## src/rtl/calc_pkg.sv

```systemverilog
// Shared calculator display definitions: active-low seven-segment glyphs,
// the all-anodes-off pattern and the scan digit index type.
package calc_pkg;

    // Glyph bit order is {g,f,e,d,c,b,a}, 0 = segment lit
    localparam logic [6:0] SEG_0    = 7'b1000000;
    localparam logic [6:0] SEG_1    = 7'b1111001;
    localparam logic [6:0] SEG_2    = 7'b0100100;
    localparam logic [6:0] SEG_3    = 7'b0110000;
    localparam logic [6:0] SEG_4    = 7'b0011001;
    localparam logic [6:0] SEG_5    = 7'b0010010;
    localparam logic [6:0] SEG_6    = 7'b0000010;
    localparam logic [6:0] SEG_7    = 7'b1111000;
    localparam logic [6:0] SEG_8    = 7'b0000000;
    localparam logic [6:0] SEG_9    = 7'b0010000;
    localparam logic [6:0] SEG_DASH = 7'b0111111;
    localparam logic [6:0] SEG_OFF  = 7'b1111111;

    localparam logic [3:0] AN_OFF   = 4'b1111;

    typedef logic [1:0] digit_idx_t;

endpackage

```

## src/rtl/bcd_to_seg7.sv

```systemverilog
// Combinational BCD nibble to active-low seven-segment glyph.
// Non-BCD nibbles (10-15) render as a dash so bad data is visible.
module bcd_to_seg7
    import calc_pkg::*;
(
    input  logic [3:0] nib,
    output logic [6:0] seg
);

    always_comb begin
        seg = SEG_DASH;
        case (nib)
            4'd0: seg = SEG_0;
            4'd1: seg = SEG_1;
            4'd2: seg = SEG_2;
            4'd3: seg = SEG_3;
            4'd4: seg = SEG_4;
            4'd5: seg = SEG_5;
            4'd6: seg = SEG_6;
            4'd7: seg = SEG_7;
            4'd8: seg = SEG_8;
            4'd9: seg = SEG_9;
            default: seg = SEG_DASH;
        endcase
    end

endmodule

```

## src/rtl/seg7_scan.sv

```systemverilog
// Four-digit common-anode display scanner with per-frame digit snapshot,
// optional leading-zero blanking and a one-cycle anode dead time per slot.
module seg7_scan
    import calc_pkg::*;
#(
    parameter int REFRESH_DIV = 100000
) (
    input  logic       clk,
    input  logic       rst,
    input  logic [3:0] thousands,
    input  logic [3:0] hundreds,
    input  logic [3:0] tens,
    input  logic [3:0] ones,
    input  logic       blank_lz,
    output logic [3:0] an,
    output logic [6:0] seg,
    output logic       dp,
    output logic       frame
);

    localparam int CW = (REFRESH_DIV > 2) ? $clog2(REFRESH_DIV) : 1;
    localparam logic [CW-1:0] CNT_MAX = CW'(REFRESH_DIV - 1);

    logic [CW-1:0]     cnt_q, cnt_d;
    digit_idx_t        idx_q, idx_d;
    logic [3:0][3:0]   sh_q, sh_d;
    logic [3:0]        an_q, an_d;
    logic [6:0]        seg_q, seg_d;
    logic              frame_q, frame_d;
    logic              lit_q, lit_d;
    logic              tick, wrap, blank;
    logic [3:0]        nib;
    logic [6:0]        glyph;

    // Decode the digit that will be current after this edge, so on a wrap
    // seg already reflects the value being captured.
    bcd_to_seg7 u_dec (
        .nib (nib),
        .seg (glyph)
    );

    always_comb begin
        tick  = (cnt_q == CNT_MAX);
        cnt_d = tick ? '0 : cnt_q + 1'b1;
        idx_d = tick ? idx_q + 2'd1 : idx_q;
        wrap  = tick && (idx_q == 2'd3);
        sh_d  = wrap ? {thousands, hundreds, tens, ones} : sh_q;
        nib   = sh_d[idx_d];

        // Non-BCD nibbles are nonzero, so they stop blanking naturally
        blank = 1'b0;
        case (idx_q)
            2'd3: blank = (sh_q[3] == 4'd0);
            2'd2: blank = (sh_q[3] == 4'd0) && (sh_q[2] == 4'd0);
            2'd1: blank = (sh_q[3] == 4'd0) && (sh_q[2] == 4'd0) && (sh_q[1] == 4'd0);
            default: blank = 1'b0;
        endcase
        blank = blank && blank_lz;

        lit_d   = tick;
        seg_d   = tick ? glyph : seg_q;
        frame_d = wrap;
        an_d    = an_q;
        if (tick)
            an_d = AN_OFF;
        else if (lit_q)
            an_d = blank ? AN_OFF : ~(4'b0001 << idx_q);
    end

    always_ff @(posedge clk or posedge rst) begin
        if (rst) begin
            cnt_q   <= '0;
            idx_q   <= 2'd3;
            sh_q    <= '0;
            an_q    <= AN_OFF;
            seg_q   <= SEG_OFF;
            frame_q <= 1'b0;
            lit_q   <= 1'b0;
        end else begin
            cnt_q   <= cnt_d;
            idx_q   <= idx_d;
            sh_q    <= sh_d;
            an_q    <= an_d;
            seg_q   <= seg_d;
            frame_q <= frame_d;
            lit_q   <= lit_d;
        end
    end

    assign an    = an_q;
    assign seg   = seg_q;
    assign dp    = 1'b1;
    assign frame = frame_q;

endmodule

```

## config.mk

```make
export PLATFORM = sky130hd
export DESIGN_NAME = seg7_scan
export DESIGN_NICKNAME = d
export VERILOG_FILES = /design/src/rtl/calc_pkg.sv /design/src/rtl/bcd_to_seg7.sv /design/src/rtl/seg7_scan.sv
export SDC_FILE = /design/constraint.sdc
export NUM_CORES = 1
export LEC_CHECK = 0
export ABC_AREA = 1
export CORE_ASPECT_RATIO = 1.4
export CORE_MARGIN = 5
export CORE_UTILIZATION = 57
export CTS_BUF_LIST = sky130_fd_sc_hd__clkbuf_16
export DETAILED_ROUTE_END_ITERATION = 8
export GPL_TIMING_DRIVEN = 0
export PLACE_DENSITY = 0.77
export SLEW_MARGIN = 40
export SYNTH_ARGS = -nofsm -noshare
export SYNTH_HDL_FRONTEND = slang
export SYNTH_SLANG_ARGS = --single-unit
export TNS_END_PERCENT = 1
```

## constraint.sdc

```tcl
create_clock -name clk -period 3.3 [get_ports clk]
set_input_delay 0.495 -clock clk [delete_from_list [all_inputs] [get_ports clk]]
set_output_delay 0.495 -clock clk [all_outputs]
set_load 0.05 [all_outputs]
```

==> run_1/congestion.png <==
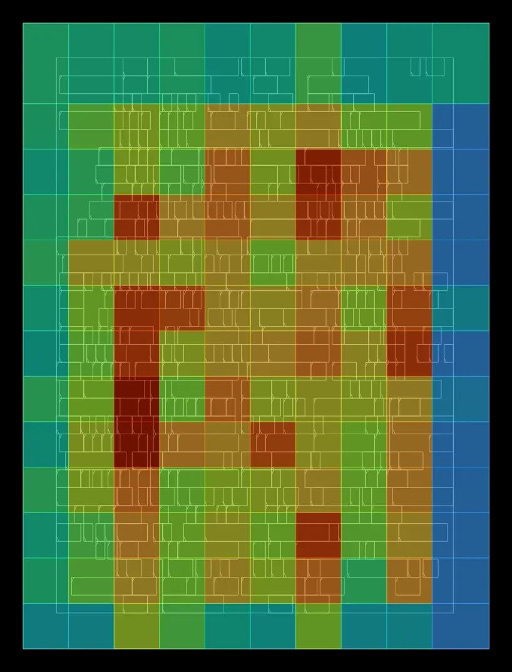
Core Util, Final: 0.691
met3 global-route usage: 0.0295
busiest grt layer: met2
met2 usage: 0.365

==> run_1/detail.png <==
The bar under the picture is 5 µm long. Window x 25 to 45, y 57 to 77 µm. Cells in grey, sequential cells in the stronger grey; small squares are vias.
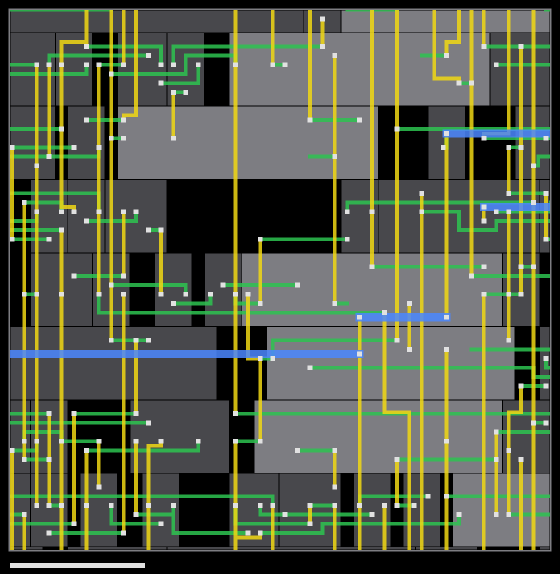
Key: green = metal 1; blue = metal 3; yellow = metal 2
Most frequent: nand2_1 (11), nor2_1 (3), dfstp_2 (3). 33 logic cells have their middle in the window. Netlist names of flops here include `seg` (3). Sequential cells in the window: 5.

==> run_1/flops_by_reg.png <==
The bar under the picture is 20 µm long. Other sequential cells in the stronger grey, the rest of the logic in the fainter grey.
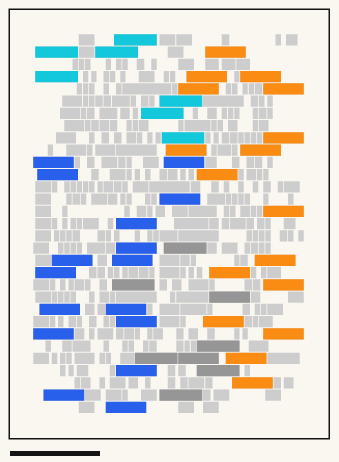
Key: blue = `sh_q` [placed flops 16]; cyan = `seg` [placed flops 7]; orange = `cnt_q` [placed flops 17]

==> out/metrics.cfg, run 1 <==
[final_layout]
diodes=0
num-nets-final=442
inv_count=78
comb_area_frac=0.401
top_area_cell_class=logic gates
finalNonFillerCells=478
logic_gates=244
final_cell_area_mm2=0.00351
fillers=426
lay_top_count=nand2_1
n_clock_buffer=5

[hold_path]
min-delay-start=cnt_q[0]

[clock_tree]
cts_tree=done
cts_resized=0
htreeDepth=2
clkTransAtPathRegs_ns=0.06
cts_buffers=5

[power_and_ir_drop]
power.total_mw=1.19
vdd_drop_max_uv=204
p_per_area_mw_per_mm2=340

[setup_path]
crit_path_start_kind=flip-flop
end_kind=flip-flop
arrival_ns=3.02

[logic_synthesis]
synth-edff-count=0
top_area_frac=0.297
netlist_area_mm2=0.00294
fp_nets=404

[sta]
slew_violations=0
setup-violations-final=0
period_used_share=0.850
fin_tns_setup_ns=0
finalCriticalPeriod_ns=2.81

[global_route]
grt_pass1_wl_um=10300

[die]
io_pins=32
rows=31
fp_util=0.579

[outcome]
status=finished, final reports clean

[placed_design]
postPlaceCellArea_mm2=0.00335

[routing]
routed_via_density=5.15
drtAntennaViolNets=0
finalWirelength_um=6050

[run]
tool_warnings=35

==> run 1: how the worst max path moves through the flow <==
stage / endpoint / slack [ns] / cells past startpoint / from
after floorplan: seg[3] / 0.92 / 16 / idx_q[0]
after global placement: seg[3] / 0.52 / 16 / idx_q[0]
after detailed placement: seg[3] / 0.49 / 16 / idx_q[0]
after CTS: seg[3] / 0.48 / 16 / idx_q[0]
after global routing: seg[3] / 0.25 / 16 / idx_q[0]
final: seg[3] / 0.49 / 16 / idx_q[0]
==> run 1: flip-flops by register name (all words and copies together) (netlist names) <==
name / cells
idx_q: 2
lit_q: 1
sh_q: 16
cnt_q: 17
frame: 1
an: 4
seg: 7
==> run 1: report_power, final <==
group	switching, mW	internal (mW)
clock network	0.210	0.352
registers	0	0.589
logic	0.0198	0.0230
total	0.229	0.964
==> run 1: worst max-delay path, stage by stage (launching register included) <==
cell and delay, ns:
dfstp_2 0.57, ha_1 0.15, clkbuf_1 0.35, nand4_4 0.27, buf_6 0.22, nand2_1 0.06, nand2_1 0.07, nand2_1 0.08
nand3_1 0.08, nand2_2 0.15, inv_1 0.10, ha_1 0.28, nand3_1 0.11, nand3_1 0.10, nand2_1 0.05, nand2_1 0.05
nand2_1 0.04
==> run 1: cells by family (layout without fill, tap and decap cells) <==
| logic type | after synthesis | count (layout) | share of synthesized area |
|---|---|---|---|
| compound gates | 25 | 25 | 0.0561 |
| xor+xnor | 4 | 4 | 0.0119 |
| fa+ha+maj | 12 | 12 | 0.0510 |
| buf+inv | 81 | 120 | 0.108 |
| flops | 48 | 48 | 0.414 |
| other cells | 1 | 1 | 0.00127 |
| simple gates | 202 | 202 | 0.358 |
==> run 1: per-layer routing <==
metal,part of all wire,track usage
met1,0.41,0.213
met2,0.55,0.365
met3,0.031,0.0295
met4,0.011,0.0643
met5,0,0
==> run_1/logic_types.png <==
The bar under the picture is 20 µm long.
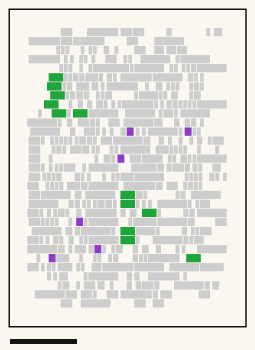

==> run 1 -> run 2 <==
--- a/config.mk
+++ b/config.mk
@@ -8,11 +8,11 @@
 export ABC_AREA = 1
 export CORE_ASPECT_RATIO = 1.4
 export CORE_MARGIN = 5
-export CORE_UTILIZATION = 57
+export CORE_UTILIZATION = 30
 export CTS_BUF_LIST = sky130_fd_sc_hd__clkbuf_16
 export DETAILED_ROUTE_END_ITERATION = 8
 export GPL_TIMING_DRIVEN = 0
-export PLACE_DENSITY = 0.77
+export PLACE_DENSITY = 0.46
 export SLEW_MARGIN = 40
 export SYNTH_ARGS = -nofsm -noshare
 export SYNTH_HDL_FRONTEND = slang
==> constraint.sdc (replaced) <==
create_clock -name clk -period 2.5 [get_ports clk]
set_input_delay 0.375 -clock clk [delete_from_list [all_inputs] [get_ports clk]]
set_output_delay 0.375 -clock clk [all_outputs]
set_load 0.05 [all_outputs]
==> run_2/logic_types.png <==
The bar under the picture is 20 µm long.
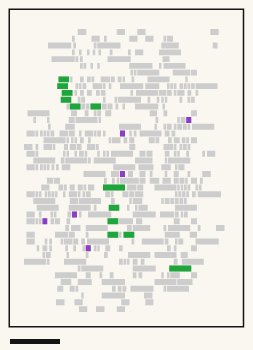
Key: green = fa/ha/maj cells [cells 12, most used ha_1]; purple = and/or cells [cells 6, most used and2_1]

==> run_2/flops_by_reg.png <==
The bar under the picture is 20 µm long. Other sequential cells in the stronger grey, the rest of the logic in the fainter grey.
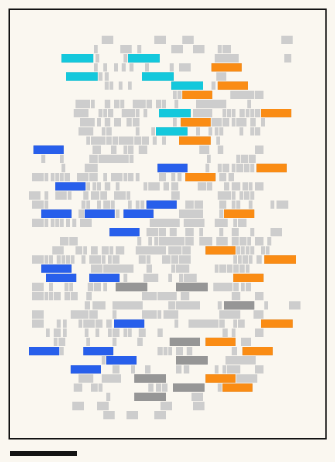
Key: orange = `cnt_q` [placed flops 17]; blue = `sh_q` [placed flops 16]; cyan = `seg` [placed flops 7, where north]

==> out/metrics.cfg, run 2 <==
[outcome]
status=finished, final reports clean

[clock_tree]
cts_buffers=5
htreeDepth=2
cts_tree=done
clk_latency_ns=0.29
clkSinkCount=48
clkTransAtPathRegs_ns=0.07

[power_and_ir_drop]
vdd_drop_max_uv=216
p_seq_uw=777
switching_share=0.218
p_comb_frac=0.039
power.total_mw=1.50
p_int_mw=1.17
power_frac_seq=0.519
maxPowerGroup=sequential cells
share_clk_of_total_power=0.442
power.net_switching_uw=327
powerComb_uw=58.6
p_per_area_mw_per_mm2=378
power_clock_uw=662

[logic_synthesis]
logic_family=simple AND/OR/NAND/NOR gates
yosysWarningCount=0
netlist_area_mm2=0.00294
fp_nets=404
synth_area_leader_cell=dfrtp_1
synthMuxAreaShare=0
fa_ha_area_frac=0.0510
top_area_frac=0.297
synth-edff-count=0
synth-simple-area-share=0.358
synth_chip_area_mm2=0.00294
synth_seq_share=0.414
synth_cells=373
post-synth-top-count-cell=nand2_1
ys_sh_xor=0.0119
yosysUniqueCellTypes=41
synth-seq-cells=48
ys_sh_aoi=0.0561

[setup_path]
end_kind=flip-flop
rr_startpoint=idx_q[0]
worstPathCellList=inv_2, ha_1, o21ai_4, inv_2, nand3_1, nand2_4, ha_1, nand3_1, nand3_1, nand2_1, nand2_1, nand2_1
startpoint=idx_q[0]
required_ns=2.74
max_stage_delay_ns=0.61
arrival_ns=2.58
path_buffers=2
crit_family=adder cells
crit_path_start_kind=flip-flop
cpMaxStageDelayCell=dfstp_2

[sta]
worst_slew_pin_slew_ns=0.498
finalCriticalPeriod_ns=2.34
period_used_share=0.935
setup-violations-final=0
slew_violations=0
fin_tns_setup_ns=0

[routing]
routed_via_density=4.39
drt_iter0_drc=99
finalWirelength_um=7430
drc=0
drtAntennaViolNets=0

[final_layout]
fillers=1012
largest_reg_flops=17
diodes=0
num-nets-final=471
regMostFlops=cnt_q
final_cell_mix=78 x nand2_1, 69 x inv_1, 32 x dfrtp_1
lay_top_count=nand2_1

[global_route]
grt_pass1_wl_um=12100
grt.overflow.total=0

[die]
fp_util=0.310
io_pins=32
rows=42
die_area_mm2=0.0119

[run]
tool_warnings=35
maxCapViolCount=0

[hold_path]
hold_class=in -> async

==> run_2/detail.png <==
The bar under the picture is 5 µm long. Window x 37 to 57, y 79 to 99 µm. Cells in grey, sequential cells in the stronger grey; small squares are vias.
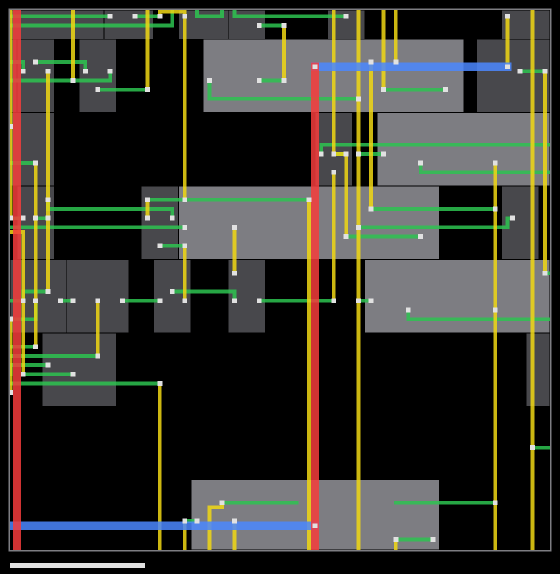
Key: green = metal 1; red = metal 4; yellow = metal 2; blue = metal 3
Netlist names of flops here include `cnt_q` (2), `seg` (2). 17 logic cells have their middle in the window. Sequential cells in the window: 5. Most frequent: nand2_1 (4), nor2_1 (3).

run 2: cell counts after synthesis:
Identical to the previous run, type by type.
run 2: cell families after synthesis:
| logic type | Yosys count |
|---|---|
| and+or+nand+nor | 202 |
| xor gates and xnor gates | 4 |
| other | 1 |
| buffers and inverters | 81 |
| AOI/OAI and AO/OA | 25 |
| adders and majority gates | 12 |
| DFF | 48 |
run 2: final timing paths:
kind / endpoint / slack [ns] / cells after the start
min reg2reg: seg[1] / 0.47 / 2
min: cnt_q[11] / 0.39 / 2
max: seg[3] / 0.16 / 12
min in group clk: seg[1] / 0.47 / 2
max in group asynchronous: idx_q[1] / 1.59 / 3
max reg2reg: seg[3] / 0.16 / 12
run 2: worst reg2reg max path, cell delays in order, from the launching register on:
cell and delay (ns):
dfstp_2 0.61, inv_2 0.09, ha_1 0.34, o21ai_4 0.25, inv_2 0.13, nand3_1 0.15, nand2_4 0.09, ha_1 0.30
nand3_1 0.11, nand3_1 0.08, nand2_1 0.06, nand2_1 0.05, nand2_1 0.05
run 2: layer usage:
metal,track usage,share of wire
met5,0,0
met4,0.0519,0.020
met3,0.0294,0.034
met2,0.235,0.54
met1,0.146,0.41
run 2: through the flow:
step                std cells  instance area, µm²   util
finish                    573                3970  0.417
global route              573                3970  0.417
CTS                       554                3690  0.388
detailed placement        536                3430  0.361
global placement          535                3410  0.358
floorplan                 373                2940      -
run 2: layout make-up:
type,instances,area share
tap,132,0.0416
sequential,48,0.308
inverter,78,0.0751
multi-input combinational,244,0.386
buffer,2,0.00568
timing repair buffer,61,0.149
clock buffer,5,0.0315
clock inverter,3,0.00315
run 2: repair_timing:
action | 4_1_cts | 5_1_grt
gates resized | 5 | 32
hold buffers | 0 | 0
pin swaps | 9 | 14
gates cloned | 0 | 1
setup endpoints to repair | 7 | 7
buffers inserted | 11 | 18
